<file path="config.mk">
export PLATFORM = sky130hd
export DESIGN_NAME = vec3_normalize_seq
export DESIGN_NICKNAME = d
export VERILOG_FILES = /design/src/rtl/vec3_normalize_seq.sv
export SDC_FILE = /design/constraint.sdc
export NUM_CORES = 1
export LEC_CHECK = 0
export ABC_CLOCK_PERIOD_IN_PS = 11100
export CAP_MARGIN = 20
export CELL_PAD_IN_SITES_DETAIL_PLACEMENT = 1
export CELL_PAD_IN_SITES_GLOBAL_PLACEMENT = 1
export CORE_ASPECT_RATIO = 1.2
export CORE_MARGIN = 4
export CORE_UTILIZATION = 50
export DETAILED_ROUTE_END_ITERATION = 16
export PLACE_DENSITY_LB_ADDON = 0.08
export SLEW_MARGIN = 10
export SYNTH_ARGS = -nofsm -noshare
export SYNTH_HDL_FRONTEND = slang
export SYNTH_SLANG_ARGS = --single-unit
</file>
<file path="constraint.sdc">
create_clock -name clk -period 11.1 [get_ports clk]
set_input_delay 1.11 -clock clk [delete_from_list [all_inputs] [get_ports clk]]
set_output_delay 1.11 -clock clk [all_outputs]
set_load 0.02 [all_outputs]
</file>
<file path="src/rtl/vec3_normalize_seq.sv">
// vec3_normalize_seq
// Multi-cycle normalizer for a signed Q(WIDTH-FRAC).FRAC 3D vector: returns v/|v|.
// Sum of squares (1 cycle), restoring bit-serial square root (WIDTH cycles), a zero check
// (1 cycle), then three restoring bit-serial divides (WIDTH+FRAC cycles each).
// Ports:
//   clk, rst            clock, asynchronous active-high reset
//   in_valid/in_ready   input handshake; in_ready is high only when idle
//   x, y, z             signed input components, latched on accept
//   out_valid/out_ready output handshake; result held until accepted
//   nx, ny, nz          signed normalized components
//   zero_flag           input was the zero vector (outputs forced to 0)
module vec3_normalize_seq #(
  parameter int unsigned WIDTH = 12,
  parameter int unsigned FRAC  = 4
) (
  input  logic             clk,
  input  logic             rst,
  input  logic             in_valid,
  output logic             in_ready,
  input  logic [WIDTH-1:0] x,
  input  logic [WIDTH-1:0] y,
  input  logic [WIDTH-1:0] z,
  output logic             out_valid,
  input  logic             out_ready,
  output logic [WIDTH-1:0] nx,
  output logic [WIDTH-1:0] ny,
  output logic [WIDTH-1:0] nz,
  output logic             zero_flag
);

  localparam int unsigned SW = 2 * WIDTH;        // sum of squares width
  localparam int unsigned DW = WIDTH + FRAC;     // divide dividend / quotient width
  localparam int unsigned RW = WIDTH + 4;        // square-root partial remainder width
  localparam int unsigned CW = $clog2(DW + 1);   // step counter width

  typedef enum logic [2:0] {
    StIdle, StSumsq, StSqrt, StCheck, StDivx, StDivy, StDivz, StDone
  } state_e;

  state_e           state_q, state_d;
  logic [WIDTH-1:0] x_q, x_d, y_q, y_d, z_q, z_d;
  logic [SW-1:0]    s_q, s_d;
  logic [RW-1:0]    srem_q, srem_d;
  logic [WIDTH-1:0] root_q, root_d;  // holds mag once the square root finishes
  logic [CW-1:0]    cnt_q, cnt_d;
  logic [DW-1:0]    dvd_q, dvd_d;
  logic [WIDTH-1:0] drem_q, drem_d;
  logic [DW-1:0]    quo_q, quo_d;
  logic [WIDTH-1:0] nx_q, nx_d, ny_q, ny_d, nz_q, nz_d;
  logic             zero_q, zero_d;
  logic             out_valid_q, out_valid_d;

  function automatic logic [WIDTH-1:0] abs_c(input logic [WIDTH-1:0] c);
    // -2^(WIDTH-1) maps onto itself, which is the correct unsigned magnitude.
    return c[WIDTH-1] ? -c : c;
  endfunction

  function automatic logic [SW-1:0] square(input logic [WIDTH-1:0] a);
    logic [SW-1:0] e;
    e = {{WIDTH{1'b0}}, a};
    return e * e;
  endfunction

  function automatic logic [WIDTH-1:0] apply_sign(input logic neg, input logic [DW-1:0] q);
    logic [DW-1:0] r;
    r = neg ? -q : q;
    return WIDTH'(r);
  endfunction

  logic [WIDTH-1:0] ax, ay, az;
  logic [SW-1:0]    sum_sq;
  logic [RW-1:0]    srem_sh, trial;
  logic             sqrt_ge, sqrt_last;
  logic [WIDTH:0]   drem_sh, mag_ext;
  logic             div_ge, div_last;
  logic [DW-1:0]    quo_nxt;
  logic             comp_neg;
  logic [WIDTH-1:0] div_res;

  always_comb begin
    ax = abs_c(x_q);
    ay = abs_c(y_q);
    az = abs_c(z_q);
    // Worst case 3*2^(2*WIDTH-2) still fits in SW bits.
    sum_sq = square(ax) + square(ay) + square(az);

    // Restoring square root: bring down two radicand bits, try 4*root+1.
    srem_sh   = RW'({srem_q, s_q[SW-1 -: 2]});
    trial     = {2'b00, root_q, 2'b01};
    sqrt_ge   = (srem_sh >= trial);
    sqrt_last = (cnt_q == CW'(WIDTH - 1));

    // Restoring divide: bring down one dividend bit, try subtracting mag.
    drem_sh  = {drem_q, dvd_q[DW-1]};
    mag_ext  = {1'b0, root_q};
    div_ge   = (drem_sh >= mag_ext);
    div_last = (cnt_q == CW'(DW - 1));
    quo_nxt  = DW'({quo_q, div_ge});

    unique case (state_q)
      StDivy:  comp_neg = y_q[WIDTH-1];
      StDivz:  comp_neg = z_q[WIDTH-1];
      default: comp_neg = x_q[WIDTH-1];
    endcase
    // Magnitude quotient never exceeds 1.0, so the low WIDTH bits hold it exactly.
    div_res = apply_sign(comp_neg, quo_nxt);
  end

  always_comb begin
    state_d     = state_q;
    x_d         = x_q;
    y_d         = y_q;
    z_d         = z_q;
    s_d         = s_q;
    srem_d      = srem_q;
    root_d      = root_q;
    cnt_d       = cnt_q;
    dvd_d       = dvd_q;
    drem_d      = drem_q;
    quo_d       = quo_q;
    nx_d        = nx_q;
    ny_d        = ny_q;
    nz_d        = nz_q;
    zero_d      = zero_q;
    out_valid_d = out_valid_q;

    unique case (state_q)
      StIdle: begin
        if (in_valid) begin
          x_d     = x;
          y_d     = y;
          z_d     = z;
          zero_d  = 1'b0;
          state_d = StSumsq;
        end
      end
      StSumsq: begin
        s_d     = sum_sq;
        srem_d  = '0;
        root_d  = '0;
        cnt_d   = '0;
        state_d = StSqrt;
      end
      StSqrt: begin
        s_d    = s_q << 2;
        srem_d = sqrt_ge ? (srem_sh - trial) : srem_sh;
        root_d = WIDTH'({root_q, sqrt_ge});
        cnt_d  = cnt_q + CW'(1);
        if (sqrt_last) begin
          state_d = StCheck;
        end
      end
      StCheck: begin
        if (root_q == '0) begin
          zero_d      = 1'b1;
          nx_d        = '0;
          ny_d        = '0;
          nz_d        = '0;
          out_valid_d = 1'b1;
          state_d     = StDone;
        end else begin
          dvd_d   = {ax, {FRAC{1'b0}}};
          drem_d  = '0;
          quo_d   = '0;
          cnt_d   = '0;
          state_d = StDivx;
        end
      end
      StDivx, StDivy, StDivz: begin
        drem_d = WIDTH'(div_ge ? (drem_sh - mag_ext) : drem_sh);
        dvd_d  = dvd_q << 1;
        quo_d  = quo_nxt;
        cnt_d  = cnt_q + CW'(1);
        if (div_last) begin
          drem_d = '0;
          quo_d  = '0;
          cnt_d  = '0;
          unique case (state_q)
            StDivx: begin
              nx_d    = div_res;
              dvd_d   = {ay, {FRAC{1'b0}}};
              state_d = StDivy;
            end
            StDivy: begin
              ny_d    = div_res;
              dvd_d   = {az, {FRAC{1'b0}}};
              state_d = StDivz;
            end
            default: begin
              nz_d        = div_res;
              out_valid_d = 1'b1;
              state_d     = StDone;
            end
          endcase
        end
      end
      StDone: begin
        if (out_ready) begin
          out_valid_d = 1'b0;
          state_d     = StIdle;
        end
      end
      default: state_d = StIdle;
    endcase
  end

  always_ff @(posedge clk or posedge rst) begin
    if (rst) begin
      state_q     <= StIdle;
      x_q         <= '0;
      y_q         <= '0;
      z_q         <= '0;
      s_q         <= '0;
      srem_q      <= '0;
      root_q      <= '0;
      cnt_q       <= '0;
      dvd_q       <= '0;
      drem_q      <= '0;
      quo_q       <= '0;
      nx_q        <= '0;
      ny_q        <= '0;
      nz_q        <= '0;
      zero_q      <= 1'b0;
      out_valid_q <= 1'b0;
    end else begin
      state_q     <= state_d;
      x_q         <= x_d;
      y_q         <= y_d;
      z_q         <= z_d;
      s_q         <= s_d;
      srem_q      <= srem_d;
      root_q      <= root_d;
      cnt_q       <= cnt_d;
      dvd_q       <= dvd_d;
      drem_q      <= drem_d;
      quo_q       <= quo_d;
      nx_q        <= nx_d;
      ny_q        <= ny_d;
      nz_q        <= nz_d;
      zero_q      <= zero_d;
      out_valid_q <= out_valid_d;
    end
  end

  assign in_ready  = (state_q == StIdle);
  assign out_valid = out_valid_q;
  assign nx        = nx_q;
  assign ny        = ny_q;
  assign nz        = nz_q;
  assign zero_flag = zero_q;

endmodule

</file>
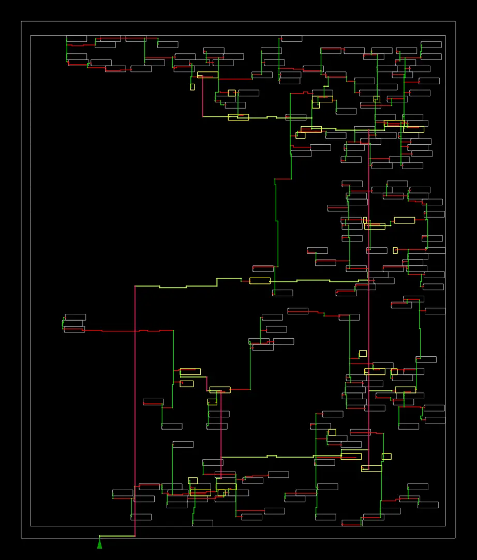
**Above:** run 1 (clock nets).
Clock Skews: 0.00953 ns
CTS buffer count: 17

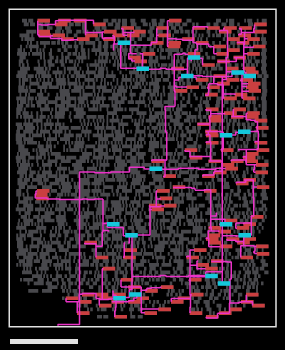
**Above:** run 1 (clock distribution).
Bar = 50 um.
red -> flip-flops  # count 167
cyan -> clock drivers  # count 17
magenta -> clock wires  # length 2660 um
flops lie = all over the die
routed clock nets = 18
clock power share: 39.0%
clk latency late pin: 0.47 ns
P_clk: 0.593 mW

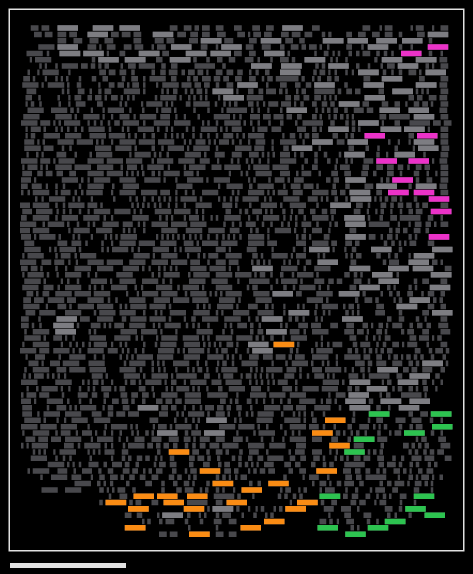
**Above:** run 1 (sequential cells coloured by netlist name).
Bar = 50 um. Other sequential cells in the stronger grey, the rest of the logic in the fainter grey.
green -> srem_q  # sequential cells 14, where bottom right
orange -> s_q  # sequential cells 24, where bottom middle
magenta -> ny  # sequential cells 12
not coloured = 117
register share of the cell area: 18.1%
Seq. cell area: 0.00418 mm^2

==> flow_summary_export.csv, run 1 <==
group,metric,value,unit
run_status,outcome,"finished clean",
finish,nFillCells,4827,
floorplan,die_height,232,um
logic_synthesis,synth.top_cells.by_count,"inv_1 (519), fa_1 (322), nand2_1 (224)",
finish,syn_to_final_growth,10.1,%
critical_path,cpMostUsedCell,"fa_1",
detailed_routing,drc,0,
logic_synthesis,top_cell,"inv_1",
logic_synthesis,syn_avg_cell_area,9.14,um^2
logic_synthesis,ys_sh_xor,3.80,%
finish,final_cells,2931,
clock_network,clock_sinks,167,
clock_network,cts_tree,"built",
logic_synthesis,largest_area_cell,"fa_1",
power,p_leak,11.9,nW
logic_synthesis,ys_sh_adder,41.5,%
critical_path,path_delay_family,"adder cells",
placed_design,pre_cts_ws,1.66,ns
logic_synthesis,ys_sh_simple,11.0,%
placed_design,placed_cells,2898,
timing,fin_crit_sh,86.0,%
finish,final_layout_top_logic_cell,"inv_1",
power,p_comb_share,20.5,%
power,power.total,1.52,mW
flow_run,cap_violations,0,
power,swShare,32.1,%
critical_path,crit_type,"reg2reg",
clock_network,post-cts-setup-buffers,0,
finish,utilization,56.2,%
critical_path,cp_num_buf_inv,7,
timing,hold_slack,0.483,ns
floorplan,fp.coreArea,0.0410,mm^2
logic_synthesis,ys_ff,167,
logic_synthesis,yosys_warnings,0,
critical_path,critPathCapture,"s_q[21]$_DFFE_PP0P_",
clock_network,cts_hold_buf,0,
logic_synthesis,top_area_share,30.8,%
detailed_routing,vias,16200,
floorplan,initial_core_util,51.0,%
power,power_top_consumer,"registers",
critical_path,critPathLaunch,"x_q[0]$_DFFE_PP0P_",
placed_design,io_buffers,78,
grt,grt_pass1_wl,97000,um
finish,insertedDiodeCount,0,
floorplan,die_x,195,um
timing,setup_ws,1.55,ns
logic_synthesis,ys_cells,2292,
finish,final_area,0.0230,mm^2
logic_synthesis,synthCells,2292,
logic_synthesis,area_leaders,"fa_1 (31%), dfrtp_1 (20%), ha_1 (11%)",
clock_network,htreeDepth,4,
critical_path,required,11.44,ns
clock_network,ctsResizeCount,0,
grt,grt-ovfl-total,0,
power,max-vdd-ir-drop,0.0000972,V
power,netSwitchingPower,0.487,mW
logic_synthesis,edf_count,0,
detailed_routing,drt-vias-per-instance,5.53,
critical_path,reg2reg_to,"s_q[21]$_DFFE_PP0P_",
timing,rsz0062_at_grt,"no",
logic_synthesis,async_flop_share,100,%
floorplan,io_pins,79,
clock_network,root_buffer,"clkbuf_16",
logic_synthesis,yosys.stat.chipArea,0.0209,mm^2
placed_design,gp_congestion,0.883,
logic_synthesis,yosys_most_used_dff,"dfrtp_1",
power,comb-power,0.311,mW
critical_path,reg2reg_depth,29,
finish,layout-drive-gt1-share,4.47,%
detailed_routing,drt_iter0_markers,904,
finish,lay_top_cells,"inv_1 (518), fa_1 (322), nand2_1 (224)",
grt,grt_pass1_vias,18300,
timing,tns,0,ns
grt,grt_max_degree,102,
timing,fmax,105,MHz
clock_network,clkSlewWorstSetupHoldPaths,0.07,ns
power,powerDensity,65.9,mW/mm^2
clock_network,clock_path_buffers,2,
logic_synthesis,aoi_share,10.9,%
hold_path,hp-class,"reg2reg",
timing,relSlewSlack,26.6,%
detailed_routing,ant_nets,0,
critical_path,cp_num_cells,29,
grt,antenna_found_initial,0,
timing,hold_viol_final,0,
floorplan,chip_area,0.0452,mm^2
power,p_seq_share,40.5,%
critical_path,end_kind,"flip-flop",
logic_synthesis,netlist_logic_family_top,"adder cells",
detailed_routing,wl_per_cell,20.7,um
floorplan,num_rows,81,
critical_path,cp_max_fo,10,
power,p_int,1.03,mW
timing,tightest_slew,1.10,ns
timing,maxSlewViolCount,0,
detailed_routing,wl,60600,um
power,seq_cell_power,0.615,mW
critical_path,cp-start-kind,"flip-flop",
finish,nets,2920,
grt,grt_usage,27.4,%
flow_run,tool_warnings,36,
timing,setup_violations,0,
critical_path,cp.arrival,9.89,ns
placed_design,detailed_place.area,0.0225,mm^2
detailed_routing,drtPass1Iterations,4,
timing,post-route-min-period,9.55,ns
critical_path,reg2reg_slack,1.55,ns
run 1: worst min path at each step:
stage                            start                 end  slack, ns  cells past startpoint
floorplan           s_q[9]$_DFFE_PP0P_  s_q[9]$_DFFE_PP0P_       0.44                      2
global placement     nz[2]$_DFFE_PP0P_   nz[2]$_DFFE_PP0P_       0.46                      2
detailed placement   nz[0]$_DFFE_PP0P_   nz[0]$_DFFE_PP0P_       0.47                      2
CTS                  nz[0]$_DFFE_PP0P_   nz[0]$_DFFE_PP0P_       0.49                      2
global route         nx[2]$_DFFE_PP0P_   nx[2]$_DFFE_PP0P_       0.51                      2
finish               ny[0]$_DFFE_PP0P_   ny[0]$_DFFE_PP0P_       0.48                      2
run 1: area by class of cell:
| cell class | instances | area, um^2 | share of cell area (%) |
|---|---|---|---|
| clock buffer | 18 | 429 | 1.86 |
| tap | 539 | 674 | 2.93 |
| sequential | 167 | 4180 | 18.1 |
| inverter | 528 | 1990 | 8.62 |
| clock inverter | 14 | 130 | 0.565 |
| multi-input combinational | 1559 | 14600 | 63.5 |
| timing repair buffer | 106 | 1010 | 4.39 |
run 1: routing by layer:
| layer | GRT usage, % | part of all wire, % | vias up |
|---|---|---|---|
| met1 | 30.8 | 37 | 8474 |
| li1 | - | - | 7323 |
| met4 | 12.4 | 5.0 | 0 |
| met2 | 52.4 | 56 | 291 |
| met3 | 2.66 | 2.2 | 128 |
| met5 | 0 | 0 | - |
run 1: sequential cells by signal (all words and copies together), names as in the netlist:
name and flops:
nz 12, srem_q 14, ny 12, y_q 12, quo_q 11, drem_q 12, out_valid 1, state_q 3
root_q 12, dvd_q 12, z_q 12, zero_flag 1, nx 12, x_q 12, s_q 24, cnt_q 5
**Run 1: routed metal, one colour a layer**

Bar = 50 um. Only two layers are drawn.
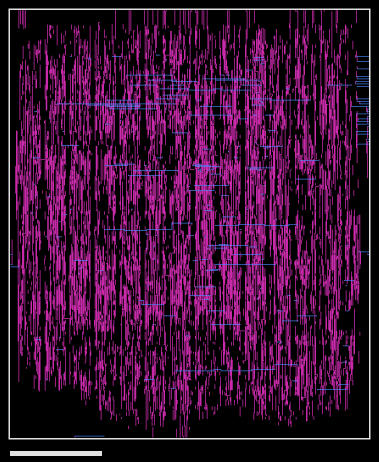

==> inputs of run 2 (changes only) <==
ABC_CLOCK_PERIOD_IN_PS = 9600   (was 11100)
CTS_BUF_LIST = sky130_fd_sc_hd__clkbuf_8   (was not set)
SLEW_MARGIN = 30   (was 10)
clock period = 9.6 ns   (was 11.1 ns; I/O delays follow)
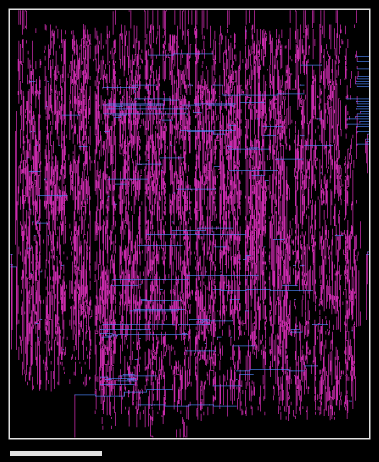
**Above:** run 2 (routed metal, one colour a layer).
Bar = 50 um. Only two layers are drawn.
blue -> metal 3  # wire length 1760 um
magenta -> metal 2  # wire length 33.2 mm
total number of vias: 16000
Avg WL per Cell: 20.4 um
aggregate global-route resource usage: 27.4%

==> run 2 against run 1 <==
Compared with the run above:
- utilization fell by 0.19 points
- global-route usage is essentially flat
- critical path type unchanged
- highest routed layer unchanged
- maximum frequency increased by 5.3%
- critical endpoint unchanged
- largest cell class unchanged
==> flow_summary_export.csv, run 2 <==
group,metric,value,unit
run_status,outcome,"finished clean",
logic_synthesis,largest_area_cell,"fa_1",
critical_path,cp_num_cells,26,
power,seq_cell_power,0.712,mW
logic_synthesis,synthCells,2292,
critical_path,cp_num_buf_inv,5,
clock_network,root_buffer,"clkbuf_8",
grt,grtUsageMet3,3.21,%
finish,utilization,56.0,%
critical_path,critPathLaunch,"z_q[3]$_DFFE_PP0P_",
placed_design,detailed_place.area,0.0226,mm^2
logic_synthesis,async_flop_share,100,%
timing,maxSlewViolCount,0,
power,pwr-share-clk,33.1,%
timing,relSlewSlack,36.0,%
finish,largest_reg_flops,24,
finish,nets,2934,
detailed_routing,ant_nets,0,
timing,hold_slack,0.489,ns
detailed_routing,drc,0,
power,powerDensity,69.8,mW/mm^2
floorplan,io_pins,79,
critical_path,path_delay_family,"adder cells",
clock_network,clkSlewWorstSetupHoldPaths,0.10,ns
grt,grt_use_met1,30.5,%
detailed_routing,drt-vias-per-instance,5.45,
timing,post-route-min-period,9.06,ns
grt,grt_pass1_vias,18200,
logic_synthesis,syn_avg_cell_area,9.14,um^2
grt,use_met2,52.5,%
detailed_routing,wl,59900,um
grt,grt_max_degree,62,
clock_network,htreeDepth,4,
power,p_comb_share,22.5,%
logic_synthesis,yosys_most_used_dff,"dfrtp_1",
grt,grt_pass1_wl,96900,um
logic_synthesis,yosys.stat.chipArea,0.0209,mm^2
finish,final_layout_top_logic_cell,"inv_1",
finish,final_cells,2945,
critical_path,critPathCapture,"s_q[21]$_DFFE_PP0P_",
logic_synthesis,ys_cells,2292,
floorplan,initial_core_util,51.0,%
timing,clock_skew,0.0192,ns
power,power.total,1.60,mW
detailed_routing,highest_layer,"met4",
clock_network,cts_tree,"built",
critical_path,required,10.01,ns
detailed_routing,drt_iter0_markers,635,
floorplan,chip_area,0.0452,mm^2
logic_synthesis,edf_count,0,
clock_network,cts_buffers,17,
timing,setup_violations,0,
finish,syn_to_final_growth,9.68,%
flow_run,cap_violations,0,
grt,antenna_found_initial,1,
power,netSwitchingPower,0.534,mW
power,comb-power,0.362,mW
power,power_clock,0.531,mW
critical_path,cp-start-kind,"flip-flop",
timing,setup_ws,0.537,ns
flow_run,tool_warnings,34,
clock_network,clock_sinks,167,
placed_design,gp_congestion,0.906,
timing,tightest_slew,0.957,ns
clock_network,post-cts-setup-buffers,0,
critical_path,cpMostUsedCell,"fa_1",
placed_design,placed_cells,2912,
finish,layout-drive-gt1-share,5.07,%
logic_synthesis,top_area_share,30.8,%
critical_path,cp.arrival,9.47,ns
critical_path,reg2reg_to,"s_q[21]$_DFFE_PP0P_",
detailed_routing,wl_met2,33200,um
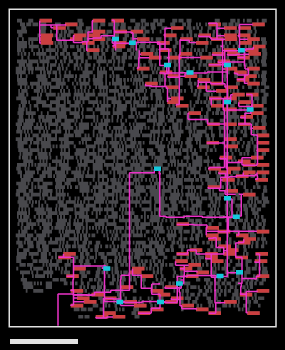
**Above:** run 2 (clock distribution).
Bar = 50 um.
red -> flip-flops  # count 167
cyan -> clock drivers  # count 17
magenta -> clock wires  # length 2600 um
routed clock nets = 18

==> run 2: cell counts after synthesis <==
No cell type changed its count.
==> run 2: cell type report <==
cell class	instances	area [um^2]
Antenna cell	1	2.50
Timing Repair Buffer	120	1090
Clock buffer	18	248
Multi-Input combinational cell	1559	14600
Inverter	528	1990
Fill cell	4811	18100
Tap cell	539	674
Sequential cell	167	4180
Clock inverter	13	136
==> run 2: timing repair <==
action | in CTS | in global routing
endpoints found under the setup margin | 0 | 1
hold buffers | 0 | 0
hold endpoints to repair | 0 | 0
resized | 0 | 1
==> run 2: worst min-delay path by stage <==
stage | start | to | slack (ns) | cells after the start
floorplan | s_q[9]$_DFFE_PP0P_ | s_q[9]$_DFFE_PP0P_ | 0.44 | 2
global placement | ny[2]$_DFFE_PP0P_ | ny[2]$_DFFE_PP0P_ | 0.46 | 2
detailed placement | nz[6]$_DFFE_PP0P_ | nz[6]$_DFFE_PP0P_ | 0.47 | 2
CTS | nz[6]$_DFFE_PP0P_ | nz[6]$_DFFE_PP0P_ | 0.49 | 2
global route | nz[6]$_DFFE_PP0P_ | nz[6]$_DFFE_PP0P_ | 0.51 | 2
finish | nx[0]$_DFFE_PP0P_ | nx[0]$_DFFE_PP0P_ | 0.49 | 2
==> run 2: cell families after synthesis <==
| group | after synthesis | synth area share, % |
|---|---|---|
| flops | 167 | 20.0 |
| other cells | 2 | 0.0359 |
| xor+xnor | 90 | 3.80 |
| compound gates | 366 | 10.9 |
| simple gates | 534 | 11.0 |
| fa+ha+maj | 501 | 41.5 |
| buf+inv | 589 | 10.6 |
| mux | 43 | 2.23 |
No activity file was given, so power comes from the tool's default toggle rates.
